$ cat config.mk
export PLATFORM = sky130hd
export DESIGN_NAME = mac_drain
export DESIGN_NICKNAME = d
export VERILOG_FILES = /design/src/rtl/nn_pkg.sv /design/src/rtl/lane_clamp.sv /design/src/rtl/mac_drain.sv
export SDC_FILE = /design/constraint.sdc
export NUM_CORES = 1
export LEC_CHECK = 0
export CELL_PAD_IN_SITES_DETAIL_PLACEMENT = 0
export CELL_PAD_IN_SITES_GLOBAL_PLACEMENT = 1
export CORE_AREA = 10 10 349 351
export CTS_CLUSTER_DIAMETER = 200
export DETAILED_ROUTE_END_ITERATION = 8
export DIE_AREA = 0 0 359 361
export GPL_TIMING_DRIVEN = 0
export PLACE_DENSITY_LB_ADDON = 0.08
export SLEW_MARGIN = 20
export SYNTH_ARGS = -nofsm -noshare
export SYNTH_HDL_FRONTEND = slang
export SYNTH_SLANG_ARGS = --single-unit
$ cat constraint.sdc
create_clock -name clk -period 2.2 [get_ports clk]
set_input_delay 0.33 -clock clk [delete_from_list [all_inputs] [get_ports clk]]
set_output_delay 0.33 -clock clk [all_outputs]
set_load 0.02 [all_outputs]
$ cat src/rtl/nn_pkg.sv
// Shared constants and FSM encoding for the quantised MAC datapath.
package nn_pkg;

  localparam int LANES    = 28;
  localparam int ACC_W    = 32;
  localparam int Q_W      = 8;
  localparam int INT8_MAX = 127;
  localparam int INT8_MIN = -128;
  localparam int SAT_W    = 5;

  typedef enum logic {
    ST_IDLE  = 1'b0,
    ST_DRAIN = 1'b1
  } state_t;

endpackage

$ cat src/rtl/lane_clamp.sv
// One lane of the requantiser: optional ReLU, zero-point add, int8 clamp.
module lane_clamp
  import nn_pkg::*;
#(
  parameter int ZP      = 0,
  parameter int RELU_EN = 1
) (
  input  logic [ACC_W-1:0] i_pq,
  output logic [Q_W-1:0]   o_q,
  output logic             o_sat
);

  // One extra bit of headroom so the zero-point add can never wrap.
  logic signed [ACC_W:0] w_v;
  logic signed [ACC_W:0] w_w;

  // ReLU, zero-point add, then saturate to the int8 range.
  always_comb begin
    w_v = {i_pq[ACC_W-1], i_pq};
    if ((RELU_EN != 0) && i_pq[ACC_W-1]) begin
      w_v = '0;
    end
    w_w   = w_v + (ACC_W+1)'(ZP);
    o_q   = w_w[Q_W-1:0];
    o_sat = 1'b0;
    if (w_w > (ACC_W+1)'(INT8_MAX)) begin
      o_q   = Q_W'(INT8_MAX);
      o_sat = 1'b1;
    end else if (w_w < (ACC_W+1)'(INT8_MIN)) begin
      o_q   = Q_W'(INT8_MIN);
      o_sat = 1'b1;
    end
  end

endmodule

$ cat src/rtl/mac_drain.sv
// Captures one vector of MAC results, requantises every lane in parallel
// into a flop buffer, then streams the int8 lanes out one beat per handshake.
//
// Handshakes: a transfer happens on a rising edge where valid and ready are
// both 1. cap_ready depends only on state, never on cap_valid; out_valid and
// out_data depend only on registered state, never on out_ready. While a beat
// is offered and not taken, out_data/out_last hold stable.
module mac_drain
  import nn_pkg::*;
#(
  parameter int LANES   = nn_pkg::LANES,
  parameter int ZP      = 0,
  parameter int RELU_EN = 1
) (
  input  logic                   clk,
  input  logic                   main_rst_n,
  input  logic                   drain_clr,
  input  logic [ACC_W*LANES-1:0] pq_vec,
  input  logic                   cap_valid,
  output logic                   cap_ready,
  output logic [Q_W-1:0]         out_data,
  output logic                   out_valid,
  input  logic                   out_ready,
  output logic                   out_last,
  output logic                   done,
  output logic [SAT_W-1:0]       sat_count
);

  localparam int IDX_W = (LANES > 1) ? $clog2(LANES) : 1;

  state_t             r_state;
  state_t             w_next_state;
  logic [IDX_W-1:0]   r_idx;
  logic [Q_W-1:0]     r_buf [LANES];
  logic [SAT_W-1:0]   r_sat;
  logic               r_done;

  logic [Q_W-1:0]     w_q [LANES];
  logic [LANES-1:0]   w_sat;
  logic [SAT_W-1:0]   w_sat_cnt;
  logic               w_capture;
  logic               w_beat;
  logic               w_is_last;

  // Per-lane requantisers, all evaluated every cycle on the live input.
  for (genvar g = 0; g < LANES; g++) begin : g_lane
    lane_clamp #(
      .ZP      (ZP),
      .RELU_EN (RELU_EN)
    ) u_lane_clamp (
      .i_pq  (pq_vec[ACC_W*g +: ACC_W]),
      .o_q   (w_q[g]),
      .o_sat (w_sat[g])
    );
  end

  // Count the lanes that clamped in the vector currently on the input.
  always_comb begin
    w_sat_cnt = '0;
    for (int i = 0; i < LANES; i++) begin
      w_sat_cnt = w_sat_cnt + SAT_W'(w_sat[i]);
    end
  end

  // Handshake qualifiers; drain_clr masks both capture and beats.
  always_comb begin
    w_is_last = (r_idx == IDX_W'(LANES - 1));
    w_capture = (r_state == ST_IDLE)  && cap_valid && !drain_clr;
    w_beat    = (r_state == ST_DRAIN) && out_ready && !drain_clr;
  end

  // FSM state register.
  always_ff @(posedge clk or negedge main_rst_n) begin
    if (!main_rst_n) begin
      r_state <= ST_IDLE;
    end else begin
      r_state <= w_next_state;
    end
  end

  // FSM next-state: capture enters DRAIN, final beat or abort returns to IDLE.
  always_comb begin
    w_next_state = r_state;
    if (drain_clr) begin
      w_next_state = ST_IDLE;
    end else begin
      case (r_state)
        ST_IDLE:  if (cap_valid)               w_next_state = ST_DRAIN;
        ST_DRAIN: if (out_ready && w_is_last)  w_next_state = ST_IDLE;
        default:                               w_next_state = ST_IDLE;
      endcase
    end
  end

  // FSM outputs, decoded from registered state only.
  always_comb begin
    cap_ready = (r_state == ST_IDLE);
    out_valid = (r_state == ST_DRAIN);
    out_last  = (r_state == ST_DRAIN) && w_is_last;
    out_data  = (r_state == ST_DRAIN) ? r_buf[r_idx] : '0;
    done      = r_done;
    sat_count = r_sat;
  end

  // Datapath: buffer and saturation count load on capture, index walks on beats.
  always_ff @(posedge clk or negedge main_rst_n) begin
    if (!main_rst_n) begin
      r_idx  <= '0;
      r_sat  <= '0;
      r_done <= 1'b0;
      for (int i = 0; i < LANES; i++) begin
        r_buf[i] <= '0;
      end
    end else begin
      r_done <= w_beat && w_is_last;
      if (drain_clr) begin
        r_idx <= '0;
      end else if (w_capture) begin
        r_idx <= '0;
        r_sat <= w_sat_cnt;
        for (int i = 0; i < LANES; i++) begin
          r_buf[i] <= w_q[i];
        end
      end else if (w_beat) begin
        r_idx <= w_is_last ? '0 : r_idx + IDX_W'(1);
      end
    end
  end

endmodule
==> flow_summary.json, run 1 <==
{
  "status": "complete, but fails checks",
  "failed_checks": "setup timing",
  "area_delta_synth_final_pct": 90.1,
  "cap_viol_max_count": 0,
  "place.gp.congestion": 0.835,
  "io_pins": 918,
  "simple_gate_area_share_pct": 19.1,
  "p_comb_mw": 5.42,
  "pg_seq_mw": 5.46,
  "p_per_area_nw_per_um2": 560,
  "viasPerCell": 4.10,
  "grt_pass1_vias": 18900,
  "lay_top_cells": "clkdlybuf4s50_1 (552), dfrtp_1 (236), a21o_1 (210), nor3_1 (198), a211oi_1 (186)",
  "lay_top_count": "clkdlybuf4s50_1",
  "crit_slowest_cell": "fa_1",
  "cpMostUsedCell": "fa_1",
  "dpl_cell_area_um2": 26200,
  "die_h_um": 361,
  "clockPowerShare_pct": 32.5,
  "common_cells": "dfrtp_1 (236), a21o_1 (213), a211oi_1 (205), nor3_1 (198), nor4_1 (112)",
  "whs_path_depth": 3,
  "synth_seq_share_pct": 39.0,
  "setup_viol": 14,
  "die_width_um": 359,
  "post_cts_buffers": 55,
  "clkTransAtPathRegs_ns": 0.07,
  "path_cells": "clkdlybuf4s15_1, or4_4, nor2_4, a21oi_4, fa_1, inv_2, fa_1, fa_1, fa_1, fa_1, fa_1, inv_2, ha_4, fa_2, a21o_1, a21oi_2, xor2_1, o21ai_1",
  "yosysTopAreaCell": "dfrtp_1",
  "dp_hpwl_mm": 82.3,
  "rsz0062_at_grt": "true",
  "fin_ws_ns": -2.96,
  "cts_resized": 590,
  "grtUsageTotal_pct": 14.1,
  "switching_power_mw": 4.96,
  "finalHoldViolCount": 0,
  "synth_area_um2": 15100,
  "yosys.area_share.xor_xnor_pct": 0.289,
  "core_area_um2": 115000,
  "synth-edff-count": 0,
  "hold_class": "in -> reg",
  "power_top_consumer": "sequential cells",
  "dp_cells": 3979,
  "chip_area_um2": 130000,
  "finalClockPeriodUsage_pct": 234,
  "ff_type": "dfrtp_1",
  "num-nets-final": 3443,
  "maxSlewHeadroom_pct": 45.5,
  "logic_family": "AND-OR/OR-AND gates",
  "fp_nets": 2495,
  "fin_area_um2": 28800,
  "hold_ws_ns": 0.241,
  "pwr-share-seq_pct": 33.9,
  "crit_buf_inv": 3,
  "leakage_nw": 12.2,
  "drtIter0Drc": 603,
  "drv_slew": 0
}
-- run 1: layout make-up --
type                       count  area (µm²)
multi-input combinational   1119        9560
timing repair buffer         960        9470
inverter                      23        86.3
tap                         1524        1910
fill                       12400       86300
buffer                       142         807
antenna                        7        17.5
sequential                   236        5910
clock buffer                  44         895
clock inverter                13         144
-- run 1: routing by layer --
layer  part of all wire, %  track usage (%)  vias up
met5                     0                0        -
met4                   1.3             2.08        0
met3                   6.9             4.44       52
met2                    52             26.2      522
met1                    40             15.9     8102
li1                      -                -     8014
-- run 1: state kept, by name (all words and copies together) (netlist names) --
| register | count |
|---|---|
| sat_count | 5 |
| done | 1 |
| r_idx | 5 |
| r_buf | 224 |
| out_valid | 1 |
Figure 1. Where the registers sit (run 1).
Bar = 100 µm. Other sequential cells in the stronger gray, the rest of the logic in the fainter gray.
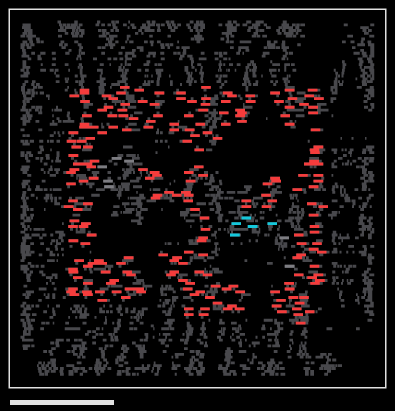
Key: `r_buf` = red [sequential cells 224]; `r_idx` = cyan [sequential cells 5]
Another 7 sequential cells are not colored.
register area: 5910 µm²
Seq/total area: 20.5%

Figure 2. Signal wires on met1 (run 1).
Bar = 100 µm.
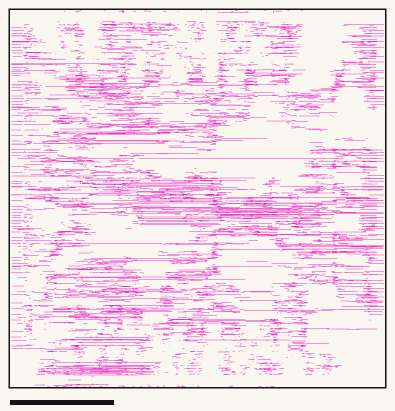
The wires run mostly horizontal. The layer carries 38.4 mm of wire. 3156 nets have wire on it. The layer holds 40% of the routed length. The longest straight run is 191 µm.
routing usage on met1: 15.9%
via count: 16700
final wirelength: 97.1 mm

Figure 3. A small window of the routed layout (run 1).
Bar = 20 µm. Region (154, 228) to (204, 278) µm. Cells in gray, sequential cells in the stronger gray; small squares are vias.
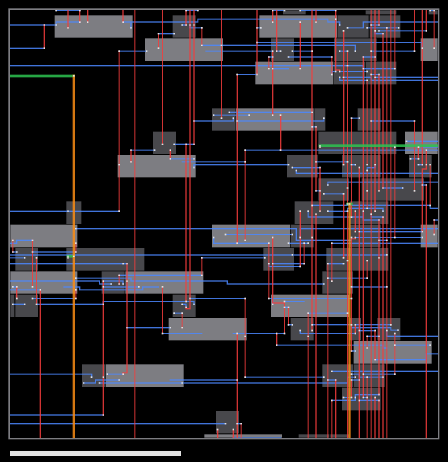
Key: M4 = orange; M2 = red; M1 = blue; M3 = green
Sequential cells in the window: 14. Most frequent: a21o_1 (14), dfrtp_1 (14), mux2i_1 (11). Netlist names of flops here include `r_buf` (14). 52 logic cells have their middle in the window.

Figure 4. The clock network (run 1).
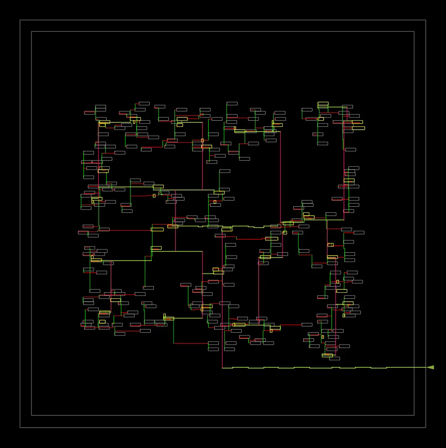
cts bufs inserted: 31
Latency at later pin: 0.60 ns
clk sinks: 236

Figure 5. I/O pins on the die edge (run 1).
Bar = 100 µm. Pins as bars across the die edge, other pins in gray.
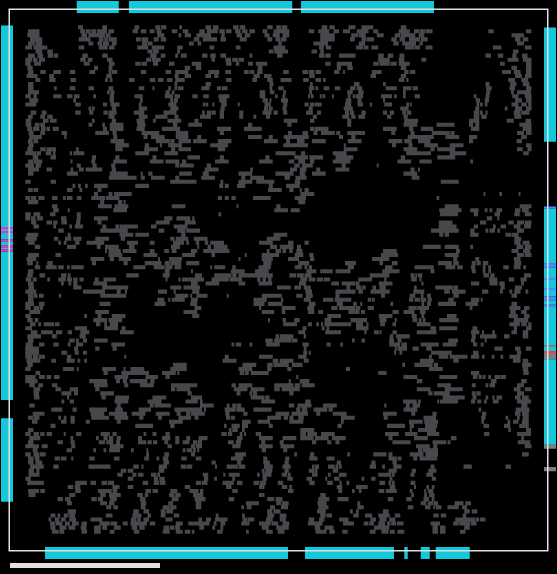

## Run 2: what changed since run 1
- ABC_AREA: unset -> 1
- CORE_AREA: 10 10 349 351 -> 10 10 347 349
- DIE_AREA: 0 0 359 361 -> 0 0 357 359
Figure 6. I/O pins on the die edge (run 2).
Bar = 100 µm. Pins as bars across the die edge, other pins in gray.
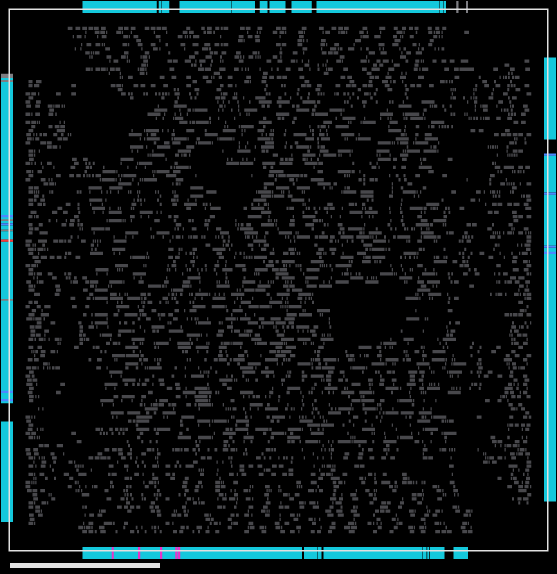
Key: `out_data` = blue [pins 8, direction output, edge 4 right, 4 left]; `cap_valid` = red [pins 1, direction input, edge left]; `pq_vec` = cyan [pins 896, direction input, edge 258 bottom, 233 top, 206 right, 199 left]; `sat_count` = magenta [pins 5, direction output, edge bottom]
All pins by edge: 263 bottom, 235 top, 210 left, 210 right.
die x size: 357 µm
number of port buffers: 917
Die Height: 359 µm

Figure 7. The clock network (run 2).
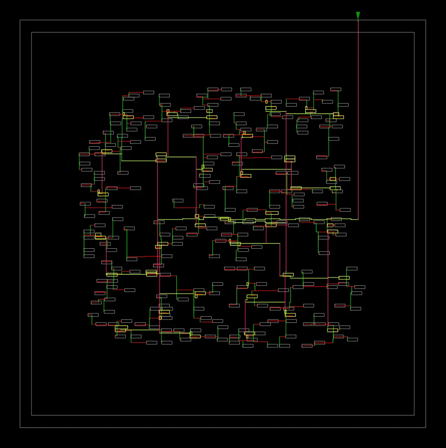
Layout clock buffers: 52
cts bufs inserted: 34
Flops: 236
Clk power: 5.73 mW
Latency at later pin: 0.55 ns

==> run 2 against run 1 <==
Net effect:
- the flow still finishes with violations (setup timing)
- non-clock buffer count is 24 lower
- critical path depth is 3 higher
- sequential power is 6.2% lower
- first-iteration DRC count is 55% higher
- register-to-register slack better by 0.05 ns
- global-route usage is 2.0 points higher
- clock skew is 0.0073 ns higher
==> flow_summary.json, run 2 <==
{
  "grtUsageTotal_pct": 16.1,
  "switching_power_mw": 5.24,
  "status": "complete, but fails checks",
  "failed_checks": "setup timing",
  "clockPowerShare_pct": 34.7,
  "post_cts_buffers": 62,
  "num-nets-final": 4488,
  "finalClockPeriodUsage_pct": 224,
  "synth_seq_share_pct": 36.4,
  "yosys.area_share.xor_xnor_pct": 0.162,
  "power_top_consumer": "the clock network",
  "synth-edff-count": 0,
  "hold_ws_ns": 0.309,
  "busiest_layer": "met2",
  "use_met2_pct": 29.7,
  "core_area_um2": 114000,
  "setup_viol": 13,
  "dp_cells": 4970,
  "drt_wl_total_mm": 109,
  "grt_pass1_vias": 21500,
  "drv_slew": 0,
  "max_flop_register": "r_buf",
  "fin_ws_ns": -2.73,
  "lay_top_cells": "nand2_1 (738), clkdlybuf4s50_1 (625), nor2_1 (340), inv_1 (254), dfrtp_1 (234)",
  "ff_type": "dfrtp_1",
  "pwr-share-seq_pct": 31.0,
  "pg_seq_mw": 5.12,
  "area_delta_synth_final_pct": 92.1,
  "dpl_cell_area_um2": 27500,
  "regArea_um2": 5910,
  "rsz0062_at_grt": "true",
  "fillers": 12700,
  "viasPerCell": 3.88,
  "vias": 19800,
  "p_per_area_nw_per_um2": 530
}
[run 2: netlist changes by cell type after synthesis, sizes merged, moves of 77 or more]
| cell | previous run | this run |
|---|---|---|
| nor2 | 36 | 414 |
| a21oi | 24 | 101 |
| nand2 | 23 | 817 |
| a21o | 213 | 0 |
| o21ai | 6 | 206 |
| a211oi | 205 | 0 |
| inv | 23 | 277 |
| clkbuf | 109 | 30 |
| nand3 | 10 | 192 |
| nor4 | 112 | 0 |
| nor3 | 198 | 14 |
[run 2: cell type report]
type	count	area share, %
plain buffers	90	2.56
repair inverters	1	0.0241
multi-input cells	1926	33.3
repair buffers	988	31.9
diodes	6	0.0482
well taps	1512	6.07
clock buffers	52	3.34
clock inverters	9	0.317
flip-flops and latches	236	19.0
inverters	281	3.50
Figure 8. A small window of the routed layout (run 2).
Bar = 20 µm. Region (154, 226) to (204, 276) µm. Cells in gray, sequential cells in the stronger gray; small squares are vias.
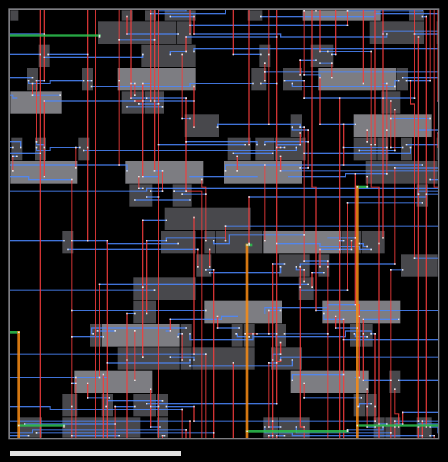

## Run 3: what changed since run 2
- SLEW_MARGIN: 20 -> unset
- TNS_END_PERCENT: unset -> 50
- clock period: 2.2 -> 4.9 ns (I/O delays scaled with it)
Figure 9. A small window of the routed layout (run 3).
Bar = 20 µm. Region (154, 226) to (204, 276) µm. Cells in gray, sequential cells in the stronger gray; small squares are vias.
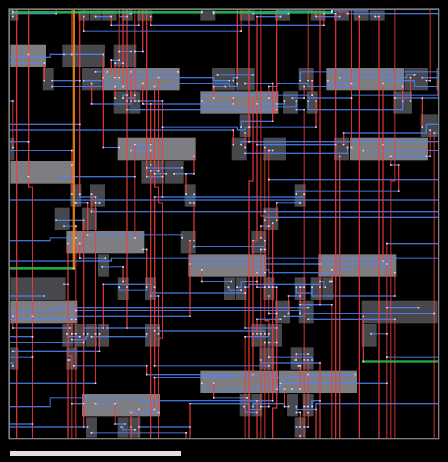
Key: M4 = orange; M2 = red; M1 = blue; M3 = green
Sequential cells in the window: 13. 76 logic cells have their middle in the window. Most frequent: nand2_1 (21), dfrtp_1 (13), nand3_1 (11). Netlist names of flops here include `r_buf` (13).

==> run 3 against run 2 <==
Net effect:
- largest power group unchanged
- largest cell class unchanged
- flip-flop count stayed put
- sequential share of layout area is 1.0 points higher
- the flow still finishes with violations (setup timing)
- register-to-register slack improved by 2.4 ns
- routed wire length shrank 0.93%
- critical path depth down 1
==> flow_summary.json, run 3 <==
{
  "clkTransAtPathRegs_ns": 0.06,
  "place.gp.congestion": 0.796,
  "fin_ws_ns": -0.378,
  "core_area_um2": 114000,
  "setup_viol": 5,
  "grtUsageTotal_pct": 16.1,
  "clock_latency_ns": 0.54,
  "inverters": 282,
  "p_per_area_nw_per_um2": 250,
  "met3_usage_pct": 4.20,
  "area_delta_synth_final_pct": 82.4,
  "status": "complete, but fails checks",
  "wl_met3_mm": 7.02,
  "dpl_cell_area_um2": 27400,
  "lay_top_count": "nand2_1",
  "synth_seq_share_pct": 36.4,
  "largestClassByArea": "non-clock buffers",
  "leakage_nw": 14.3,
  "fillers": 12700,
  "cts_sinks": 236,
  "die_width_um": 357,
  "drv_slew": 0,
  "largest_reg_flops": 224,
  "dp_hpwl_mm": 90.9,
  "fp_nets": 3468,
  "regArea_um2": 5910,
  "pg_seq_mw": 2.29,
  "finalHoldViolCount": 0,
  "io_pins": 918,
  "io_buffers": 917,
  "busiest_layer": "met2",
  "finalClockPeriodUsage_pct": 108,
  "failed_checks": "setup timing",
  "comb_area_share_pct": 31.5,
  "comb_cells": 1926,
  "mi_logic_area_um2": 9320
}
Figure 10. Signal wires on met1 (run 3).
Bar = 100 µm.
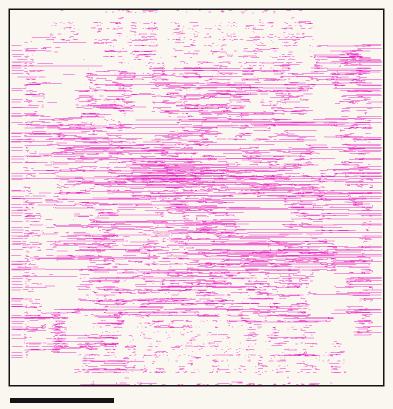
The layer carries 44.2 mm of wire. 4076 nets have wire on it. The wires run mostly horizontal. The longest straight run is 156 µm. The layer holds 41% of the routed length.
final wirelength: 108 mm
routing usage on met1: 18.7%
via count: 19700

==> run 3: cell families (layout without fill, tap and decap cells) <==
| group | count (synthesis) | after routing | share of synthesized area (%) |
|---|---|---|---|
| AND-OR/OR-AND | 383 | 383 | 12.9 |
| XOR/XNOR | 3 | 3 | 0.162 |
| adder cells (fa/ha/maj) | 29 | 29 | 3.16 |
| buffers and inverters | 376 | 1427 | 9.37 |
| flip-flops | 236 | 236 | 36.4 |
| multiplexers | 1 | 1 | 0.0617 |
| other | 0 | 9 | 0 |
| AND/OR/NAND/NOR | 1510 | 1510 | 37.9 |
==> run 3: timing repair <==
action                                  in CTS  in global routing
cloned                                       1                  0
pin swaps                                  243                174
resized                                    375                232
endpoints found under the hold margin        0                  0
buffers inserted                            58                 11
endpoints found under the setup margin       5                  6
Power figures rest on the tool's default switching activity, not on a simulated workload.
